Fig. 1: M2 wires
Cells faint in the background.
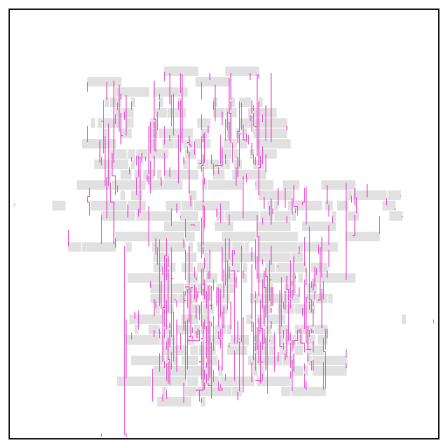
Fig. 2: where the registers sit
Other sequential cells in the stronger grey, the rest of the logic in the fainter grey.
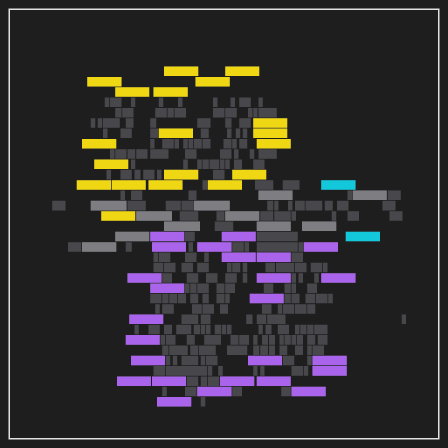
Fig. 3: I/O nets highlighted
The bar under the picture is 20 um long.
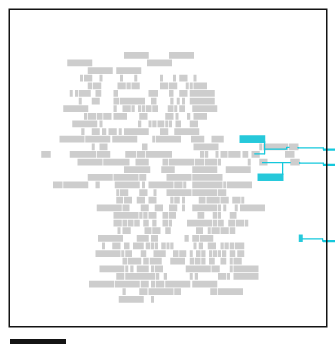
Fig. 4: met1 routing
Supply wires on this layer in grey. Cells faint in the background.
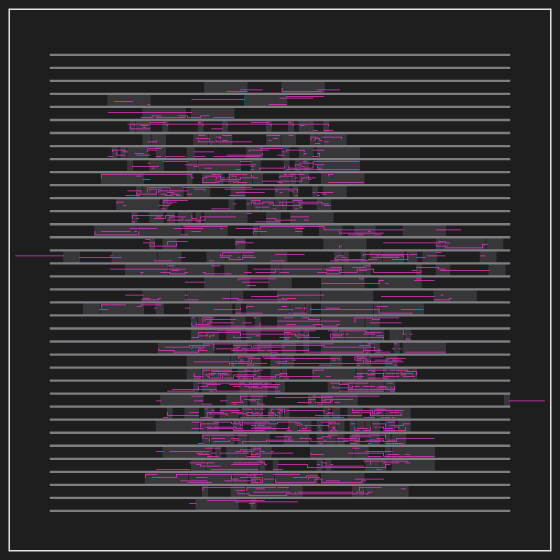
[config.mk]
export PLATFORM = sky130hd
export DESIGN_NAME = led_mode_ctrl_flat
export DESIGN_NICKNAME = d
export VERILOG_FILES = /design/src/rtl/led_pkg.sv /design/src/rtl/led_mode_ctrl_if.sv /design/src/rtl/key_debounce.sv /design/src/rtl/led_mode_ctrl.sv /design/src/flat_wrapper.sv
export SDC_FILE = /design/constraint.sdc
export NUM_CORES = 1
export LEC_CHECK = 0
export CAP_MARGIN = 20
export CORE_MARGIN = 8
export CORE_UTILIZATION = 30
export DETAILED_ROUTE_END_ITERATION = 10
export SETUP_SLACK_MARGIN = 0.05
export SLEW_MARGIN = 0
export SYNTH_ARGS = -nofsm -noshare
export SYNTH_HDL_FRONTEND = slang
export SYNTH_SLANG_ARGS = --single-unit
[constraint.sdc]
create_clock -name clk -period 3.59 [get_ports clk]
set_input_delay 0.718 -clock clk [delete_from_list [all_inputs] [get_ports clk]]
set_output_delay 0.718 -clock clk [all_outputs]
set_load 0.01 [all_outputs]
[src/rtl/led_pkg.sv]
// Shared LED definitions: mode codes seen by the LED driver, the user mode
// state type, and helpers to step and encode the user mode.
package led_pkg;

    localparam logic [2:0] LED_OFF    = 3'd0;
    localparam logic [2:0] LED_ON     = 3'd1;
    localparam logic [2:0] LED_BLINK  = 3'd2;
    localparam logic [2:0] LED_BREATH = 3'd3;

    localparam int SYS_CLK_HZ = 24_000_000;

    typedef enum logic [1:0] {
        MODE_OFF    = 2'd0,
        MODE_ON     = 2'd1,
        MODE_BLINK  = 2'd2,
        MODE_BREATH = 2'd3
    } user_mode_e;

    // Button cycle order, wrapping from BREATH back to OFF.
    function automatic user_mode_e next_mode(input user_mode_e m);
        user_mode_e r;
        case (m)
            MODE_OFF:    r = MODE_ON;
            MODE_ON:     r = MODE_BLINK;
            MODE_BLINK:  r = MODE_BREATH;
            default:     r = MODE_OFF;
        endcase
        return r;
    endfunction

    // User states are numbered to match the driver codes one-for-one.
    function automatic logic [2:0] mode_to_led(input user_mode_e m);
        return {1'b0, m};
    endfunction

endpackage

[src/rtl/led_mode_ctrl_if.sv]
// Board-side signals of the LED mode controller: key/sensor pins in,
// mode code and change strobe out to the LED driver.
interface led_mode_ctrl_if;

    logic       key_n;
    logic       obstacle;
    logic [2:0] led_mode;
    logic       mode_chg;

    // Pin/driver side: drives the raw inputs, observes the mode outputs.
    modport master (
        output key_n,
        output obstacle,
        input  led_mode,
        input  mode_chg
    );

    // Controller side.
    modport slave (
        input  key_n,
        input  obstacle,
        output led_mode,
        output mode_chg
    );

endinterface

[src/rtl/key_debounce.sv]
// Push-button conditioner: 2-FF synchronizer, stability counter, and a
// one-cycle pulse on the cycle after the debounced level falls (press only).
module key_debounce #(
    parameter int DEBOUNCE_CYC = 480_000
) (
    input  logic clk,
    input  logic rst,        // asynchronous, active-low
    input  logic key_n,
    output logic key_pulse
);

    localparam int CW = $clog2(DEBOUNCE_CYC + 1);

    logic [1:0]    sync_q;
    logic          key_s;
    logic          key_db_q, key_db_d;
    logic          key_db_prev_q;
    logic [CW-1:0] cnt_q, cnt_d;
    logic          pulse_q, pulse_d;

    assign key_s = sync_q[1];

    // Two-stage synchronizer; idles high like the released button.
    always_ff @(posedge clk or negedge rst) begin
        if (!rst) sync_q <= 2'b11;
        else      sync_q <= {sync_q[0], key_n};
    end

    // Accept a new level only after it has differed for DEBOUNCE_CYC samples.
    always_comb begin
        cnt_d    = '0;
        key_db_d = key_db_q;
        if (key_s != key_db_q) begin
            if (cnt_q == CW'(DEBOUNCE_CYC - 1)) begin
                key_db_d = key_s;
                cnt_d    = '0;
            end else begin
                cnt_d = cnt_q + 1'b1;
            end
        end
        pulse_d = key_db_prev_q & ~key_db_q;
    end

    // Debounce state, previous level for edge detect, and the press pulse.
    always_ff @(posedge clk or negedge rst) begin
        if (!rst) begin
            cnt_q         <= '0;
            key_db_q      <= 1'b1;
            key_db_prev_q <= 1'b1;
            pulse_q       <= 1'b0;
        end else begin
            cnt_q         <= cnt_d;
            key_db_q      <= key_db_d;
            key_db_prev_q <= key_db_q;
            pulse_q       <= pulse_d;
        end
    end

    assign key_pulse = pulse_q;

endmodule

[src/rtl/led_mode_ctrl.sv]
// LED mode controller: button-driven user mode cycling, with an obstacle
// alarm that forces blink and holds it for a fixed time after clearing.
module led_mode_ctrl
    import led_pkg::*;
#(
    parameter int DEBOUNCE_CYC   = 480_000,
    parameter int ALARM_HOLD_CYC = 24_000_000
) (
    input  logic                  clk,
    input  logic                  rst,   // asynchronous, active-low
    led_mode_ctrl_if.slave        bus
);

    localparam int HW = $clog2(ALARM_HOLD_CYC + 1);

    logic          key_pulse;
    logic [1:0]    obs_sync_q;
    logic          obs_s;
    logic [HW-1:0] hold_cnt_q, hold_cnt_d;
    logic          alarm_q, alarm_d;
    user_mode_e    user_mode_q, user_mode_d;
    logic [2:0]    led_mode_q, led_mode_d;
    logic          mode_chg_q, mode_chg_d;

    key_debounce #(
        .DEBOUNCE_CYC (DEBOUNCE_CYC)
    ) u_key_debounce (
        .clk       (clk),
        .rst       (rst),
        .key_n     (bus.key_n),
        .key_pulse (key_pulse)
    );

    assign obs_s = obs_sync_q[1];

    // Obstacle synchronizer; idles low (no obstacle).
    always_ff @(posedge clk or negedge rst) begin
        if (!rst) obs_sync_q <= 2'b00;
        else      obs_sync_q <= {obs_sync_q[0], bus.obstacle};
    end

    // Alarm hold: reload while the obstacle is seen, count down once it clears,
    // and drop the alarm on the same cycle the count reaches zero.
    always_comb begin
        hold_cnt_d = hold_cnt_q;
        alarm_d    = alarm_q;
        if (obs_s) begin
            hold_cnt_d = HW'(ALARM_HOLD_CYC);
            alarm_d    = 1'b1;
        end else if (hold_cnt_q != '0) begin
            hold_cnt_d = hold_cnt_q - 1'b1;
            alarm_d    = (hold_cnt_d != '0);
        end else begin
            alarm_d    = 1'b0;
        end
    end

    // User mode next state: advances on every press, alarm or not.
    always_comb begin
        user_mode_d = user_mode_q;
        if (key_pulse) user_mode_d = next_mode(user_mode_q);
    end

    // Output selection; the strobe fires on the same edge the code changes.
    always_comb begin
        led_mode_d = alarm_q ? LED_BLINK : mode_to_led(user_mode_q);
        mode_chg_d = (led_mode_d != led_mode_q);
    end

    // State registers for alarm, user mode and outputs.
    always_ff @(posedge clk or negedge rst) begin
        if (!rst) begin
            hold_cnt_q  <= '0;
            alarm_q     <= 1'b0;
            user_mode_q <= MODE_OFF;
            led_mode_q  <= LED_OFF;
            mode_chg_q  <= 1'b0;
        end else begin
            hold_cnt_q  <= hold_cnt_d;
            alarm_q     <= alarm_d;
            user_mode_q <= user_mode_d;
            led_mode_q  <= led_mode_d;
            mode_chg_q  <= mode_chg_d;
        end
    end

    assign bus.led_mode = led_mode_q;
    assign bus.mode_chg = mode_chg_q;

endmodule

[src/flat_wrapper.sv]
// flat-port wrapper written by rule: the top's interface ports become plain ports
module led_mode_ctrl_flat import led_pkg::*;
#(
    parameter int DEBOUNCE_CYC   = 480_000,
    parameter int ALARM_HOLD_CYC = 24_000_000
)
  (clk, rst, bus_key_n, bus_obstacle, bus_led_mode, bus_mode_chg);
  led_mode_ctrl_if bus_i ();
  input  logic clk;
  input  logic rst;
  input wire logic [$bits(bus_i.key_n)-1:0] bus_key_n;
  input wire logic [$bits(bus_i.obstacle)-1:0] bus_obstacle;
  output wire logic [$bits(bus_i.led_mode)-1:0] bus_led_mode;
  output wire logic [$bits(bus_i.mode_chg)-1:0] bus_mode_chg;
  assign bus_i.key_n = bus_key_n;
  assign bus_i.obstacle = bus_obstacle;
  assign bus_led_mode = bus_i.led_mode;
  assign bus_mode_chg = bus_i.mode_chg;
  led_mode_ctrl #(.DEBOUNCE_CYC(DEBOUNCE_CYC), .ALARM_HOLD_CYC(ALARM_HOLD_CYC)) u_core (.clk(clk), .rst(rst), .bus(bus_i));
endmodule
==> results.tsv <==
stage	metric	value	unit
synthesis	top_cell_area_share	0.473	
synthesis	edf_count	0	
floorplanning	die_w	113	um
power_and_ir_drop	total_power	1630	uW
critical_path	worst-setup-path-type	flop to flop	
critical_path	cpPeakStageDelay	0.49	ns
layout	fillers	907	
global_route	grt_pass1_wl	9120	um
floorplanning	ioPinCount	8	
cts	cts_inserted_buffers	9	
detailed_routing	drt-wirelength-per-cell	13.0	um
global_route	grt_max_degree	30	
critical_path	reg2reg_depth	6	
synthesis	netlist_area	2810	um^2
critical_path	path_buffers	0	
synthesis	syn_inst	279	
layout	largest_register_ffs	25	
detailed_routing	vias	1932	
cts	cts_tree	built	
timing	hold_viol_final	0	
timing	final.min_clock_period	2.35	ns
cts	ctsRootBufferMaster	clkbuf_8	
cts	postCtsResizedCells	0	
floorplanning	initCoreUtil	0.307	
timing	tns	0	ns
synthesis	yosysChipArea	2810	um^2
layout	finish.net_count	300	
synthesis	ff_type	dfrtp_1	
layout	layout-drive-gt1-share	0.0918	
critical_path	r2r-start	u_core.hold_cnt_q[18]$_DFFE_PN0P_	
cts	cts_max_level	3	
layout	ff_count	57	
timing	timing.fmax	0.426	GHz
global_route	use_met2	0.130	
critical_path	worst_ep_arrival_time	2.54	ns
synthesis	ys_cells	279	
synthesis	ys_types	43	
cts	postCtsSetupRepairBufs	0	
layout	area_growth	14.7	%
layout	sh_comb_area	0.409	
floorplanning	core	9150	um^2
detailed_routing	wl_met3	185	um
global_route	grt_use_total	0.0896	
critical_path	crit_fanout	12	
worst_hold_path	hp-class	flop to flop	
critical_path	worstSetupStartpointType	flop	
layout	largest-register	u_core.hold_cnt_q	
layout	largest_cell_class	sequential cells	
synthesis	synthArstFlopShare	1.00	
synthesis	synthTopCellsByCount	53 x dfrtp_1, 53 x nor2_1, 22 x xnor2_1, 22 x xor2_1, 18 x nand2_1	
detailed_routing	met2_length	2310	um
synthesis	yosysWarnings	0	
detailed_routing	vias_per_cell	4.77	
power_and_ir_drop	p_leak	0.00130	uW
critical_path	critical_path.endpoint_type	flop	
timing	tightest_slew	0.668	ns
outcome	status	finished, final reports clean	
global_route	first_global_vias	1889	
cts	path_clk_slew	0.06	ns
power_and_ir_drop	power_density	506	nW/um^2
timing	post-route-period-util	0.653	
layout	clk_share	0.0762	
floorplanning	dieArea	12700	um^2
detailed_routing	postRouteAntennaNets	0	
## Picture notes: Fig. 1
- nets with wire on the layer: 241
- longest straight run: 49.5 um
- main direction: vertical
- wire length on this layer: 2310 um

## Picture notes: Fig. 2
- yellow: `u_core.u_key_debounce.cnt_q` (flops 19)
- cyan: `u_core.bus.led_mode` (flops 2)
- purple: `u_core.hold_cnt_q` (flops 25)
- not coloured: 11

## Picture notes: Fig. 3
- cyan: `bus_led_mode` (direction output; edge east; end cells 3; buffers 2; wire 61.3 um)

## Picture notes: Fig. 4
- share of all routed wire: 50%
- longest straight run: 41.9 um
- main direction: horizontal
- wire length on this layer: 2650 um
- nets with wire on the layer: 281

metrics by stage:
stage                     cell area, um^2  setup WS, ns
after floorplan                      2810          1.47
after global placement               2970          1.19
after detailed placement             2970          1.25
after CTS                            3220          1.24
after global routing                 3220         0.969
final                                3220          1.24
power by group:
part | total, uW | internal, uW | switching [uW] | leakage, uW
logic | 156 | 67.1 | 89.1 | 0.000468
clock network | 744 | 480 | 263 | 0.000124
registers | 729 | 677 | 52.8 | 0.000705
total | 1630 | 1220 | 405 | 0.00130
cell families (layout without fill, tap and decap cells):
family	after synthesis	in the layout	share of synthesized area
fa+ha+maj	7	7	0.0312
simple gates	134	134	0.243
other cells	1	1	0.00134
mux	2	2	0.00758
buf+inv	14	29	0.0205
compound gates	20	20	0.0490
xor+xnor	44	44	0.137
flops	57	57	0.510
Power and IR drop assume default switching activity.
